--- src/rtl/keypad_pkg.sv ---
// Shared types and helpers for the 4x4 matrix keypad scanner.
// Holds the key FSM encoding, keypad geometry constants and the snapshot
// classifier (population count plus priority encoder) used by keypad_scanner.
package keypad_pkg;

    localparam int NUM_ROWS   = 4;
    localparam int NUM_COLS   = 4;
    localparam int NUM_KEYS   = NUM_ROWS * NUM_COLS;
    localparam int KEY_CODE_W = 4;

    // Column drive when nothing is being scanned: every column released.
    localparam logic [NUM_COLS-1:0] COL_IDLE = 4'b1111;

    typedef enum logic [1:0] {
        IDLE,
        DEBOUNCE,
        PRESSED,
        RELEASE
    } key_state_t;

    typedef enum logic [1:0] {
        SNAP_NONE,
        SNAP_SINGLE,
        SNAP_MULTI
    } snap_class_t;

    typedef struct packed {
        snap_class_t             cls;
        logic [KEY_CODE_W-1:0]   idx;
    } snap_info_t;

    // Counts the pressed keys in a full-scan snapshot and reports the lowest
    // set index; idx is only meaningful when exactly one key is down.
    function automatic snap_info_t classify_snapshot(input logic [NUM_KEYS-1:0] snap);
        snap_info_t  info;
        int unsigned ones;
        ones     = 0;
        info.idx = '0;
        info.cls = SNAP_NONE;
        for (int i = NUM_KEYS - 1; i >= 0; i--) begin
            if (snap[i]) begin
                ones++;
                info.idx = KEY_CODE_W'(i);
            end
        end
        if (ones == 1) begin
            info.cls = SNAP_SINGLE;
        end else if (ones > 1) begin
            info.cls = SNAP_MULTI;
        end
        return info;
    endfunction

endpackage

--- src/rtl/keypad_sync.sv ---
// Two-flop synchronizer for the asynchronous, active-low keypad rows.
// Resets to all-ones so an idle (pulled-up) keypad is seen during reset.
module keypad_sync
    import keypad_pkg::*;
(
    input  logic                clk,
    input  logic                rst_x,
    input  logic [NUM_ROWS-1:0] row_in,
    output logic [NUM_ROWS-1:0] row_sync
);

    logic [NUM_ROWS-1:0] row_meta;

    // Double-register the rows to resolve metastability before use.
    always_ff @(posedge clk) begin
        if (rst_x) begin
            row_meta <= 4'b1111;
            row_sync <= 4'b1111;
        end else begin
            row_meta <= row_in;
            row_sync <= row_meta;
        end
    end

endmodule

--- src/rtl/keypad_scanner.sv ---
// 4x4 matrix keypad scanner: column drive, row sampling, debounce and a
// single-key reporting FSM producing key_code / key_valid / key_held.
// Optional auto-repeat is enabled by defining KEYPAD_TYPEMATIC_EN.
module keypad_scanner #(
    parameter int unsigned SCAN_DIV       = 1000,
    parameter int unsigned DEBOUNCE_SCANS = 8
`ifdef KEYPAD_TYPEMATIC_EN
    ,
    parameter int unsigned REPEAT_DELAY   = 60,
    parameter int unsigned REPEAT_RATE    = 15
`endif
) (
    input  logic       clk,
    input  logic       rst_x,
    input  logic [3:0] row_in,
    output logic [3:0] col_out,
    output logic [3:0] key_code,
    output logic       key_valid,
    output logic       key_held
);

    import keypad_pkg::*;

    localparam int         DIV_W   = $clog2(SCAN_DIV);
    localparam logic [7:0] DEB_CNT = 8'(DEBOUNCE_SCANS);

    logic [NUM_ROWS-1:0]   row_sync;
    logic                  scan_active;
    logic [DIV_W-1:0]      div_cnt;
    logic [1:0]            col_idx;
    logic [NUM_KEYS-1:0]   snapshot;
    logic                  scan_done;
    logic                  div_tc;

    key_state_t            state, state_nxt;
    logic [KEY_CODE_W-1:0] cand, cand_nxt;
    logic [7:0]            cnt, cnt_nxt;
    logic [KEY_CODE_W-1:0] code_q, code_nxt;
    logic                  held_q, held_nxt;
    logic                  valid_q, valid_nxt;
    snap_info_t            snap_info;

`ifdef KEYPAD_TYPEMATIC_EN
    logic [15:0]           rep_cnt, rep_cnt_nxt;
    logic                  rep_first, rep_first_nxt;
    logic [15:0]           rep_target;
`endif

    keypad_sync u_sync (
        .clk      (clk),
        .rst_x    (rst_x),
        .row_in   (row_in),
        .row_sync (row_sync)
    );

    assign div_tc    = (div_cnt == DIV_W'(SCAN_DIV - 1));
    assign col_out   = scan_active ? ~(4'b0001 << col_idx) : COL_IDLE;
    assign key_code  = code_q;
    assign key_valid = valid_q;
    assign key_held  = held_q;

    // Column scan: hold each column for SCAN_DIV clocks, sample its rows at the
    // terminal count, and flag a completed scan after the last column.
    always_ff @(posedge clk) begin
        if (rst_x) begin
            scan_active <= 1'b0;
            div_cnt     <= '0;
            col_idx     <= 2'd0;
            snapshot    <= '0;
            scan_done   <= 1'b0;
        end else begin
            scan_active <= 1'b1;
            scan_done   <= 1'b0;
            if (scan_active) begin
                if (div_tc) begin
                    div_cnt <= '0;
                    for (int r = 0; r < NUM_ROWS; r++) begin
                        snapshot[r*NUM_COLS + int'(col_idx)] <= ~row_sync[r];
                    end
                    col_idx <= col_idx + 2'd1;
                    if (col_idx == 2'd3) begin
                        scan_done <= 1'b1;
                    end
                end else begin
                    div_cnt <= div_cnt + DIV_W'(1);
                end
            end
        end
    end

    // Key FSM state and output registers.
    always_ff @(posedge clk) begin
        if (rst_x) begin
            state     <= IDLE;
            cand      <= '0;
            cnt       <= 8'd0;
            code_q    <= '0;
            held_q    <= 1'b0;
            valid_q   <= 1'b0;
`ifdef KEYPAD_TYPEMATIC_EN
            rep_cnt   <= 16'd0;
            rep_first <= 1'b1;
`endif
        end else begin
            state     <= state_nxt;
            cand      <= cand_nxt;
            cnt       <= cnt_nxt;
            code_q    <= code_nxt;
            held_q    <= held_nxt;
            valid_q   <= valid_nxt;
`ifdef KEYPAD_TYPEMATIC_EN
            rep_cnt   <= rep_cnt_nxt;
            rep_first <= rep_first_nxt;
`endif
        end
    end

    // Next-state logic: debounce a single key into PRESSED and debounce its
    // release; only a completed scan can move the FSM.
    always_comb begin
        state_nxt = state;
        cand_nxt  = cand;
        cnt_nxt   = cnt;
        code_nxt  = code_q;
        held_nxt  = held_q;
        valid_nxt = 1'b0;
        snap_info = classify_snapshot(snapshot);
`ifdef KEYPAD_TYPEMATIC_EN
        rep_cnt_nxt   = rep_cnt;
        rep_first_nxt = rep_first;
        rep_target    = rep_first ? 16'(REPEAT_DELAY) : 16'(REPEAT_RATE);
`endif
        if (scan_done) begin
            unique case (state)
                IDLE: begin
                    if (snap_info.cls == SNAP_SINGLE) begin
                        cand_nxt = snap_info.idx;
                        cnt_nxt  = 8'd1;
                        if (DEB_CNT == 8'd1) begin
                            state_nxt = PRESSED;
                            code_nxt  = snap_info.idx;
                            valid_nxt = 1'b1;
                            held_nxt  = 1'b1;
                        end else begin
                            state_nxt = DEBOUNCE;
                        end
                    end
                end
                DEBOUNCE: begin
                    if (snap_info.cls == SNAP_SINGLE && snap_info.idx == cand) begin
                        cnt_nxt = cnt + 8'd1;
                        if (cnt_nxt >= DEB_CNT) begin
                            state_nxt = PRESSED;
                            code_nxt  = cand;
                            valid_nxt = 1'b1;
                            held_nxt  = 1'b1;
                        end
                    end else begin
                        state_nxt = IDLE;
                    end
                end
                PRESSED: begin
                    if (snapshot[code_q]) begin
`ifdef KEYPAD_TYPEMATIC_EN
                        if (rep_cnt + 16'd1 >= rep_target) begin
                            valid_nxt     = 1'b1;
                            rep_cnt_nxt   = 16'd0;
                            rep_first_nxt = 1'b0;
                        end else begin
                            rep_cnt_nxt = rep_cnt + 16'd1;
                        end
`endif
                    end else begin
                        cnt_nxt   = 8'd1;
                        state_nxt = RELEASE;
`ifdef KEYPAD_TYPEMATIC_EN
                        rep_cnt_nxt   = 16'd0;
                        rep_first_nxt = 1'b1;
`endif
                        if (DEB_CNT == 8'd1) begin
                            state_nxt = IDLE;
                            held_nxt  = 1'b0;
                        end
                    end
                end
                RELEASE: begin
                    if (!snapshot[code_q]) begin
                        cnt_nxt = cnt + 8'd1;
                        if (cnt_nxt >= DEB_CNT) begin
                            state_nxt = IDLE;
                            held_nxt  = 1'b0;
                        end
                    end else begin
                        state_nxt = PRESSED;
                    end
                end
                default: begin
                    state_nxt = IDLE;
                end
            endcase
        end
    end

endmodule

--- config.mk ---
export PLATFORM = sky130hd
export DESIGN_NAME = keypad_scanner
export DESIGN_NICKNAME = d
export VERILOG_FILES = /design/src/rtl/keypad_pkg.sv /design/src/rtl/keypad_sync.sv /design/src/rtl/keypad_scanner.sv
export SDC_FILE = /design/constraint.sdc
export NUM_CORES = 1
export LEC_CHECK = 0
export CAP_MARGIN = 10
export CORE_MARGIN = 4
export CORE_UTILIZATION = 60
export CTS_BUF_LIST = sky130_fd_sc_hd__clkbuf_8
export CTS_CLUSTER_DIAMETER = 30
export DETAILED_ROUTE_END_ITERATION = 8
export GPL_ROUTABILITY_DRIVEN = 0
export PLACE_DENSITY = 0.78
export SLEW_MARGIN = 20
export SYNTH_ARGS = -nofsm -noshare
export SYNTH_HDL_FRONTEND = slang
export SYNTH_SLANG_ARGS = --single-unit
--- constraint.sdc ---
create_clock -name clk -period 17.7 [get_ports clk]
set_input_delay 1.77 -clock clk [delete_from_list [all_inputs] [get_ports clk]]
set_output_delay 1.77 -clock clk [all_outputs]
set_load 0.005 [all_outputs]
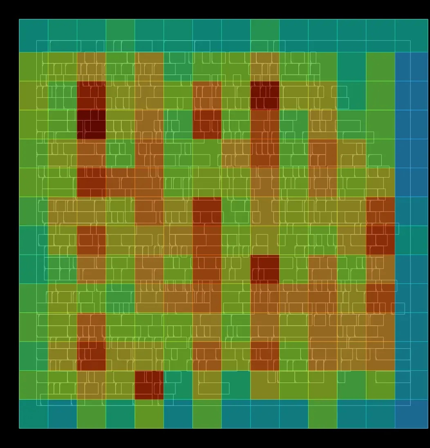
Fig. 1. Track usage over the die.
met1 usage: 27.6%
All-Layer GR Usage: 21.5%
met3 usage: 2.44%
met2 usage: 38.4%

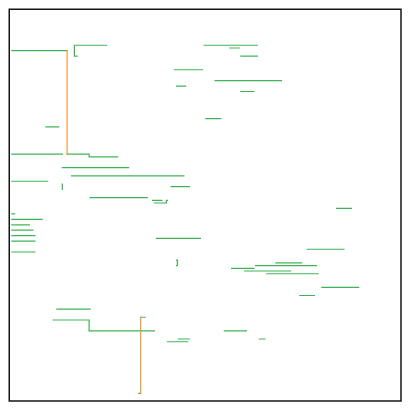
Fig. 2. Wiring by layer.
(4 px per um) Two of the layers only.
| layer | colour | wire length |
|---|---|---|
| met3 | green | 365 um |
| met4 | orange | 44.9 um |
routed vias: 4045
total wire length: 10100 um

==> impl_metrics.ini <==
; generated from flow reports
[place]
placed_cell_area_mm2 = 0.00496
io_buffers = 15
dp_slack_ps = 7320
place_hpwl_um = 7560

[yosys]
simple_gate_share_pct = 24.7
synthesis.nets = 614
xor_area_share_pct = 15.0
synth-edff-count = 0
synth_warnings = 0
ys_cells = 584
postSynthSeqShare_pct = 24.1
synthTopCellsByArea = dfxtp_1 24%, xnor2_1 6.4%, nor2_1 6.3%
ys_sh_aoi_pct = 17.3
ys_top_logic_family = simple AND/OR/NAND/NOR gates
synth_cell_types = 75
synth.avg_cell_area_um2 = 8.24
top_area_cell = dfxtp_1
synthMuxAreaShare_pct = 7.77
yosys_most_used_dff = dfxtp_1
ys_seq_elements = 58
ys_area_mm2 = 0.00481
fa_ha_area_share_pct = 6.24

[final_layout]
flop_area_mm2 = 0.00116
final_core_util_pct = 66.2
area_share_nonclk_buffers_pct = 3.07
logic_gates = 471
final-clk-cell-share_pct = 3.60
biggestCellCategory = multi-input combinational cells
final_area_mm2 = 0.00514
logic_area_mm2 = 0.00342
layout_top_cells = 81 x nor2_1, 58 x dfxtp_1, 50 x nand2_1
syn_to_final_growth_pct = 6.86
fill_cells = 654
n_sequential_cell = 58
seq_share_pct = 22.6
buffers = 16
layout-drive-gt1-share_pct = 10.1
finalNetCount = 611
antenna_cells = 0

[power]
seqPwrFrac_pct = 52.7
vdd.ir_drop.worst_uv = 71.7
p_leak_nw = 2.09
pwr-share-clk_pct = 45.1
switching_share_pct = 20.6
pg_clk_w = 0.000114
powerSeq_w = 0.000134
power.total_w = 0.000253
p_per_area_mw_per_mm2 = 49.3
p_int_w = 0.000201
comb_power_share_pct = 2.2
power_leader = registers

[setup_path]
path_buffers = 4
cp.required_ps = 17890
startpoint_type = register
path_delay_family = adder cells
r2r-start = snapshot[14]$_SDFFE_PP0P_
rr_endpoint = key_code[1]$_SDFFE_PP0P_
worst-setup-path-type = reg -> reg
rr_worst_depth = 50
slowest_stage = ha_1
worstPathMaxFanout = 10
cpPeakStageDelay_ps = 490
path_depth = 50
r2r_slack_ps = 7180
worst-endpoint-arrival_ps = 10710
worst_setup_path_end_kind = register

[floorplan]
dieWidth_um = 97.6
ios = 16
nWellTaps = 102
core_area_mm2 = 0.00777
dieArea_mm2 = 0.00952
fp_util_pct = 62.0
rows = 32
die_h_um = 97.6

[run]
max-cap-violations = 0
tool_warnings = 35

[hold_path]
hold_depth = 1
timing.hold.worst_endpoint = u_sync.row_sync[2]$_SDFF_PP1_
hold_class = reg -> reg

[sta]
fin_skew_ps = 9.11
finalHoldViolCount = 0
fin_tns_setup_ps = 0
hold_slack_ps = 398
maxSlewHeadroom_pct = 42.9
final-setup-viol-count = 0
worstMarginPinSlew_ps = 845
rsz0062_at_grt = false
slew_violations = 0
worst_slack_ps = 7180
finalCriticalPeriod_ps = 10520

[clocking]
clock_path_buffers = 2
h-tree-depth = 3
cts_tree = done
cts_hold_buf = 0
cts.clk_slew.worst_paths_ps = 70
root_buffer = clkbuf_8
cts_buffers = 9
post_cts_resized = 0
cts.sinks = 58
post_cts_buffers = 0
clock_latency_ps = 320

[drt]
viasPerCell = 5.89
antenna_left = 0
avgRoutedWirePerCell_um = 14.7
drc_errors = 0
drtIter0Drc = 247

[grt]
grt_max_degree = 45
grt_pass1_vias = 3896
grt_pass1_wl_um = 17700
antenna_found_initial = 0
overflow = 0

[status]
status = finished clean
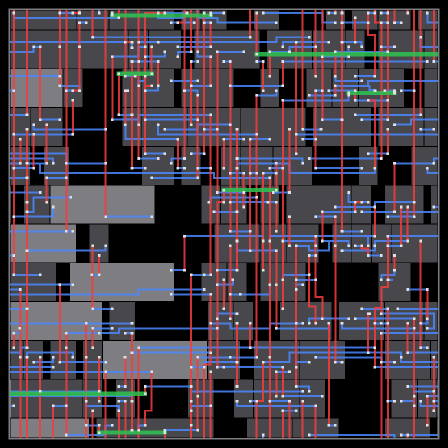
Fig. 3. A small window of the routed layout.
Window x 34 to 64, y 53 to 83 um. Cells in grey, sequential cells in the stronger grey; small squares are vias.
| layer | colour |
|---|---|
| met2 | red |
| met1 | blue |
| met3 | green |
cells with their middle in the window: 96
netlist names of flops here include: snapshot (4)
most frequent: nor2_1 (12), nand2_1 (10), xnor2_1 (9)
sequential cells in the window: 7

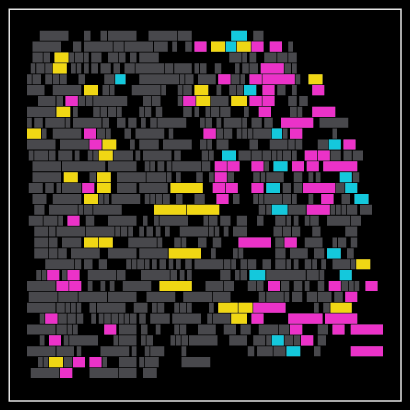
Fig. 4. Gate-type map.
(4 px per um)
| family | colour | cells |
|---|---|---|
| XOR/XNOR gates | magenta | 64 |
| AND-OR and OR-AND gates | cyan | 18 |
| multiplexers | yellow | 30 |
most frequent logic cell in the layout: nor2_1
Post-Layout Cell Count: 687
Comb/total area: 66.4%

-- registers in the layout (all words and copies together) (netlist names) --
| name | count |
|---|---|
| key_valid | 1 |
| col_idx | 2 |
| cnt | 8 |
| u_sync.row_meta | 4 |
| key_held | 1 |
| scan_done | 1 |
| scan_active | 1 |
| u_sync.row_sync | 4 |
| state | 2 |
| div_cnt | 10 |
| snapshot | 16 |
| cand | 4 |
| key_code | 4 |
-- metal layers --
metal	wire length (um)	GRT usage, %
met3	364	2.44
met2	5020	38.4
met1	4660	27.6
met5	0	0
met4	44	5.54
-- cell usage after synthesis (7+ instances only) --
cell,count
nor2_1,81
dfxtp_1,58
nand2_1,50
xnor2_1,35
a21oi_1,34
nand3_1,25
ha_1,24
inv_1,21
mux2i_1,21
clkbuf_1,20
xor2_1,16
o21ai_0,13
nor3_1,11
or2_2,11
o31ai_1,10
and2_1,8
and3_1,8
nand4_1,8
nor4_1,8
xnor3_1,8
a31oi_1,7
-- worst max path at each step --
stage                              startpoint                       end  slack, ps
finish              snapshot[14]$_SDFFE_PP0P_  key_code[1]$_SDFFE_PP0P_       7180
global route        snapshot[15]$_SDFFE_PP0P_  key_code[0]$_SDFFE_PP0P_       6330
CTS                 snapshot[14]$_SDFFE_PP0P_  key_code[1]$_SDFFE_PP0P_       7260
detailed placement  snapshot[14]$_SDFFE_PP0P_  key_code[2]$_SDFFE_PP0P_       7320
global placement    snapshot[14]$_SDFFE_PP0P_  key_code[2]$_SDFFE_PP0P_       7840
floorplan           snapshot[14]$_SDFFE_PP0P_  key_code[0]$_SDFFE_PP0P_       8460
-- kinds of logic after synthesis --
kind of cell / Yosys count
AND-OR/OR-AND: 112
XOR/XNOR: 64
adder cells (fa/ha/maj): 24
buffers and inverters: 55
flip-flops: 58
multiplexers: 30
AND/OR/NAND/NOR: 241
Power is estimated from default activity; no workload was simulated.
